### Metal layers overlaid

Scale: 1 px per um.
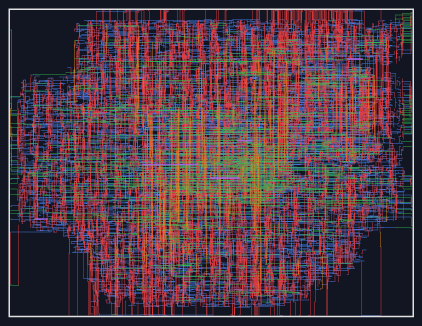
### Nets reached from selected ports

Scale: 1 px per um.
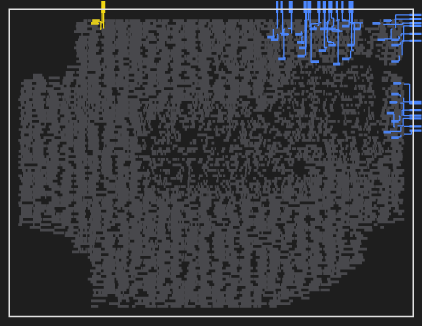
## src/rtl/calc2_top.sv

```systemverilog
// Four-port integer calculator: each port feeds a 4-deep request FIFO, and the FIFO
// heads share one add/sub unit and one shift unit. Results return on the originating port.
module calc2_top (
  output logic [0:31] out_data1,
  output logic [0:31] out_data2,
  output logic [0:31] out_data3,
  output logic [0:31] out_data4,
  output logic [0:1]  out_resp1,
  output logic [0:1]  out_resp2,
  output logic [0:1]  out_resp3,
  output logic [0:1]  out_resp4,
  output logic [0:1]  out_tag1,
  output logic [0:1]  out_tag2,
  output logic [0:1]  out_tag3,
  output logic [0:1]  out_tag4,
  output logic        scan_out,
  input  logic        a_clk,
  input  logic        b_clk,
  input  logic        c_clk,
  input  logic [0:3]  req1_cmd_in,
  input  logic [0:31] req1_data_in,
  input  logic [0:1]  req1_tag_in,
  input  logic [0:3]  req2_cmd_in,
  input  logic [0:31] req2_data_in,
  input  logic [0:1]  req2_tag_in,
  input  logic [0:3]  req3_cmd_in,
  input  logic [0:31] req3_data_in,
  input  logic [0:1]  req3_tag_in,
  input  logic [0:3]  req4_cmd_in,
  input  logic [0:31] req4_data_in,
  input  logic [0:1]  req4_tag_in,
  input  logic        reset,
  input  logic        scan_in
);
  localparam int         DATA_W   = 32;
  localparam int         NPORT    = 4;
  localparam int         DEPTH    = 4;
  localparam logic [2:0] FULL     = 3'd4;
  localparam logic [1:0] RESP_OK  = 2'd1;
  localparam logic [1:0] RESP_ERR = 2'd2;
  localparam logic [3:0] CMD_ADD  = 4'd1;
  localparam logic [3:0] CMD_SUB  = 4'd2;
  localparam logic [3:0] CMD_SHL  = 4'd5;
  localparam logic [3:0] CMD_SHR  = 4'd6;

  function automatic logic [DATA_W+1:0] addsub_f(input logic [3:0] cmd,
                                                 input logic [DATA_W-1:0] a,
                                                 input logic [DATA_W-1:0] b);
    logic [DATA_W:0] wide;
    if (cmd == CMD_ADD) wide = {1'b0, a} + {1'b0, b};
    else                wide = {1'b0, a} - {1'b0, b};
    // Carry out of an add and borrow out of a subtract both land in the top bit.
    if (wide[DATA_W]) return {RESP_ERR, {DATA_W{1'b0}}};
    return {RESP_OK, wide[DATA_W-1:0]};
  endfunction

  function automatic logic [DATA_W+1:0] shift_f(input logic [3:0] cmd,
                                                input logic [DATA_W-1:0] a,
                                                input logic [4:0] amt);
    if (cmd == CMD_SHL) return {RESP_OK, a << amt};
    return {RESP_OK, a >> amt};
  endfunction

  logic [3:0]        cmd_in  [NPORT];
  logic [DATA_W-1:0] data_in [NPORT];
  logic [1:0]        tag_in  [NPORT];

  assign cmd_in[0] = req1_cmd_in;  assign data_in[0] = req1_data_in;  assign tag_in[0] = req1_tag_in;
  assign cmd_in[1] = req2_cmd_in;  assign data_in[1] = req2_data_in;  assign tag_in[1] = req2_tag_in;
  assign cmd_in[2] = req3_cmd_in;  assign data_in[2] = req3_data_in;  assign tag_in[2] = req3_tag_in;
  assign cmd_in[3] = req4_cmd_in;  assign data_in[3] = req4_data_in;  assign tag_in[3] = req4_tag_in;

  logic [NPORT-1:0]  phase_q, phase_d;
  logic [3:0]        pend_cmd_q [NPORT];
  logic [DATA_W-1:0] pend_op1_q [NPORT];
  logic [1:0]        pend_tag_q [NPORT];

  logic [3:0]        fifo_cmd_q [NPORT][DEPTH];
  logic [DATA_W-1:0] fifo_op1_q [NPORT][DEPTH];
  logic [DATA_W-1:0] fifo_op2_q [NPORT][DEPTH];
  logic [1:0]        fifo_tag_q [NPORT][DEPTH];
  logic [1:0]        wr_ptr_q [NPORT], wr_ptr_d [NPORT];
  logic [1:0]        rd_ptr_q [NPORT], rd_ptr_d [NPORT];
  logic [2:0]        cnt_q    [NPORT], cnt_d    [NPORT];

  logic [1:0]        resp_q [NPORT], resp_d [NPORT];
  logic [DATA_W-1:0] data_q [NPORT], data_d [NPORT];
  logic [1:0]        otag_q [NPORT], otag_d [NPORT];

  logic [NPORT-1:0]  cap, enq, retire, as_gnt, sh_gnt, inv_head;
  logic [3:0]        head_cmd [NPORT];
  logic [DATA_W-1:0] head_op1 [NPORT];
  logic [DATA_W-1:0] head_op2 [NPORT];
  logic [1:0]        head_tag [NPORT];

  logic [3:0]        as_cmd, sh_cmd;
  logic [DATA_W-1:0] as_a, as_b, sh_a;
  logic [4:0]        sh_amt;
  logic [DATA_W+1:0] as_res, sh_res;

  // Request capture: operand 1 is held for a cycle, operand 2 completes the entry.
  always_comb begin
    for (int p = 0; p < NPORT; p++) begin
      cap[p]      = !phase_q[p] && (cmd_in[p] != 4'd0);
      enq[p]      = phase_q[p] && (cnt_q[p] != FULL);
      head_cmd[p] = fifo_cmd_q[p][rd_ptr_q[p]];
      head_op1[p] = fifo_op1_q[p][rd_ptr_q[p]];
      head_op2[p] = fifo_op2_q[p][rd_ptr_q[p]];
      head_tag[p] = fifo_tag_q[p][rd_ptr_q[p]];
    end
  end

  assign phase_d = cap;

  // Dispatch: lowest-numbered eligible head wins each unit; invalid heads retire alone.
  always_comb begin
    as_gnt   = '0;
    sh_gnt   = '0;
    inv_head = '0;
    for (int p = 0; p < NPORT; p++) begin
      if (cnt_q[p] != 3'd0) begin
        if (head_cmd[p] == CMD_ADD || head_cmd[p] == CMD_SUB) begin
          if (as_gnt == '0) as_gnt[p] = 1'b1;
        end else if (head_cmd[p] == CMD_SHL || head_cmd[p] == CMD_SHR) begin
          if (sh_gnt == '0) sh_gnt[p] = 1'b1;
        end else begin
          inv_head[p] = 1'b1;
        end
      end
    end
  end

  assign retire = as_gnt | sh_gnt | inv_head;

  always_comb begin
    as_cmd = CMD_ADD;
    as_a   = '0;
    as_b   = '0;
    sh_cmd = CMD_SHL;
    sh_a   = '0;
    sh_amt = '0;
    for (int p = 0; p < NPORT; p++) begin
      if (as_gnt[p]) begin
        as_cmd = head_cmd[p];
        as_a   = head_op1[p];
        as_b   = head_op2[p];
      end
      if (sh_gnt[p]) begin
        sh_cmd = head_cmd[p];
        sh_a   = head_op1[p];
        sh_amt = head_op2[p][4:0];
      end
    end
  end

  assign as_res = addsub_f(as_cmd, as_a, as_b);
  assign sh_res = shift_f(sh_cmd, sh_a, sh_amt);

  // Result stage: a port with nothing retiring presents all-zero outputs.
  always_comb begin
    for (int p = 0; p < NPORT; p++) begin
      resp_d[p] = 2'd0;
      data_d[p] = '0;
      otag_d[p] = 2'd0;
      if (as_gnt[p])        {resp_d[p], data_d[p]} = as_res;
      else if (sh_gnt[p])   {resp_d[p], data_d[p]} = sh_res;
      else if (inv_head[p]) resp_d[p] = RESP_ERR;
      if (retire[p]) otag_d[p] = head_tag[p];
      wr_ptr_d[p] = wr_ptr_q[p] + {1'b0, enq[p]};
      rd_ptr_d[p] = rd_ptr_q[p] + {1'b0, retire[p]};
      cnt_d[p]    = cnt_q[p] + {2'b0, enq[p]} - {2'b0, retire[p]};
    end
  end

  always_ff @(posedge c_clk) begin
    if (reset) begin
      phase_q <= '0;
      for (int p = 0; p < NPORT; p++) begin
        wr_ptr_q[p] <= '0;
        rd_ptr_q[p] <= '0;
        cnt_q[p]    <= '0;
        resp_q[p]   <= '0;
        data_q[p]   <= '0;
        otag_q[p]   <= '0;
      end
    end else begin
      phase_q <= phase_d;
      for (int p = 0; p < NPORT; p++) begin
        wr_ptr_q[p] <= wr_ptr_d[p];
        rd_ptr_q[p] <= rd_ptr_d[p];
        cnt_q[p]    <= cnt_d[p];
        resp_q[p]   <= resp_d[p];
        data_q[p]   <= data_d[p];
        otag_q[p]   <= otag_d[p];
      end
    end
  end

  // Payload storage carries no reset; pointers and counts decide what is live.
  always_ff @(posedge c_clk) begin
    for (int p = 0; p < NPORT; p++) begin
      if (cap[p]) begin
        pend_cmd_q[p] <= cmd_in[p];
        pend_op1_q[p] <= data_in[p];
        pend_tag_q[p] <= tag_in[p];
      end
      if (enq[p]) begin
        fifo_cmd_q[p][wr_ptr_q[p]] <= pend_cmd_q[p];
        fifo_op1_q[p][wr_ptr_q[p]] <= pend_op1_q[p];
        fifo_op2_q[p][wr_ptr_q[p]] <= data_in[p];
        fifo_tag_q[p][wr_ptr_q[p]] <= pend_tag_q[p];
      end
    end
  end

  assign out_data1 = data_q[0];  assign out_resp1 = resp_q[0];  assign out_tag1 = otag_q[0];
  assign out_data2 = data_q[1];  assign out_resp2 = resp_q[1];  assign out_tag2 = otag_q[1];
  assign out_data3 = data_q[2];  assign out_resp3 = resp_q[2];  assign out_tag3 = otag_q[2];
  assign out_data4 = data_q[3];  assign out_resp4 = resp_q[3];  assign out_tag4 = otag_q[3];

  // Scan pins are present for DFT hookup only.
  logic unused_scan;
  assign unused_scan = a_clk ^ b_clk ^ scan_in;
  assign scan_out    = 1'b0;

endmodule

```

## config.mk

```make
export PLATFORM = sky130hd
export DESIGN_NAME = calc2_top
export DESIGN_NICKNAME = d
export VERILOG_FILES = /design/src/rtl/calc2_top.sv
export SDC_FILE = /design/constraint.sdc
export NUM_CORES = 2
export LEC_CHECK = 0
export CORE_ASPECT_RATIO = 0.75
export CORE_MARGIN = 8
export CORE_UTILIZATION = 54
export DETAILED_ROUTE_END_ITERATION = 7
export PLACE_DENSITY = 0.76
export RECOVER_POWER = 50
export SYNTH_ARGS = -nofsm -noshare
export SYNTH_HDL_FRONTEND = slang
export SYNTH_SLANG_ARGS = --single-unit
```

## constraint.sdc

```tcl
create_clock -name c_clk -period 7.5 [get_ports c_clk]
set_input_delay 1.875 -clock c_clk [delete_from_list [all_inputs] [get_ports c_clk]]
set_output_delay 1.875 -clock c_clk [all_outputs]
set_load 0.01 [all_outputs]
```

==> impl_metrics.yaml <==
# physical design summary
run_status:
  status: "finished, violations left"
  violations: "max-capacitance violations, max-slew violations"
placement:
  place_ws_ns: 0.2125
  gp_congestion: 1.040
  dp_cells: 5389
global_routing:
  grt_use_total_pct: 29.55
  grt.busiest_layer: "met2"
  antenna_found_initial: 23
  grt_max_degree: 71
  use_met3_pct: 8.748
  grt_pass1_wl_um: 263900
clock_network:
  clock_sinks: 1448
  cts-root-buf: "clkbuf_16"
  cts.path.max_buffers: 3
  numCtsBuffers: 133
  cts_resized: 0
  htreeDepth: 4
  post-cts-setup-buffers: 0
  clkTransAtPathRegs_ns: 0.06
min_path:
  hold_end: "fifo_op1_q[2][6]"
  whs_path_depth: 0
  hp-class: "reg -> reg"
layout:
  lay_top_count: "edfxtp_1"
  final_cell_count_no_fill: 5651
  drive_above_1_share_pct: 17.93
  final_area_mm2: 0.07062
  syn_to_final_growth_pct: 16.75
synthesis:
  yosysUniqueCellTypes: 83
  fp_nets: 3893
  yosysWarnings: 0
  edf_count: 1272
  synth.area.mux_share_pct: 12.31
  yosys-stat-cells: 3682
  ys_ff: 1448
  postSynthSeqShare_pct: 68.98
  yosys_area_mm2: 0.06048
  synth_area_per_cell_um2: 16.43
  postSynth.asyncResetShare_pct: 0
  synthAoiAreaFrac_pct: 8.513
  top_area_cell: "edfxtp_1"
routing:
  drt_pass1_iterations: 8
  routedWlPerCell_um: 32.97
  highest_layer: "met5"
  routed_wirelength_um: 186300
  drt_iter0_markers: 5740
  met1_length_um: 71460
  drt.antenna.violating_nets: 0
  route.met3.wl_um: 22060
floorplanning:
  rows: 106
  fp-utilization_pct: 54.35
  core_mm2: 0.1113
  die_x_um: 402.4
sta:
  period_minus_slack_ns: 7.309
  slew_headroom_pct: -27.97
  fin_ws_ns: 0.1910
  finalCritPeriodShare_pct: 97.45
  finalSetupViolations: 0
  max_freq_mhz: 136.8
  clock_skew_ns: 0.04961
  hold_viol: 0
  whs_ns: 0.4794
  drv_slew: 31
  tns_ns: 0
  tightestPinTransition_ns: 1.920
  rsz0062_at_grt: "true"
worst_setup_path:
  worst-r2r-cell-count: 25
  crit_cells: 25
  worstSetupStartpointType: "register"
  timing.critical_path.from: "rd_ptr_q[2][0]"
  arrival_ns: 7.99
  cp.required_ns: 8.18
  cp-end-kind: "register"
  critical-path-max-stage-delay_ns: 0.63
  reg2reg_slack_ns: 0.19
  cp_top_family: "AND-OR/OR-AND gates"
  slowest_stage: "mux4_2"
job:
  cap_violations: 1
## Picture notes: 'Metal layers overlaid'
Key: metal 4 = orange [wire length 7,500 um]; metal 1 = blue [wire length 71.5 mm]; metal 3 = green [wire length 22.1 mm]; metal 2 = red [wire length 85.2 mm]; metal 5 = purple [wire length 121 um]

## Picture notes: 'Nets reached from selected ports'
Key: out_tag1 = yellow [direction output, end cells 2, buffers 2, wire 42.3 um]; out_data4 = blue [direction output, end cells 32, buffers 32, wire 1,080 um]
I/O pin count: 302
I/O Buffers: 297

-- cell type report --
| cell class | instances | area [um^2] |
|---|---|---|
| Sequential cell | 1448 | 41750 |
| Timing Repair Buffer | 492 | 4652 |
| Clock buffer | 181 | 3590 |
| Tap cell | 1458 | 1824 |
| Antenna cell | 9 | 22.52 |
| Fill cell | 7649 | 40660 |
| Multi-Input combinational cell | 1965 | 17760 |
| Inverter | 34 | 127.6 |
| Clock inverter | 64 | 895.9 |
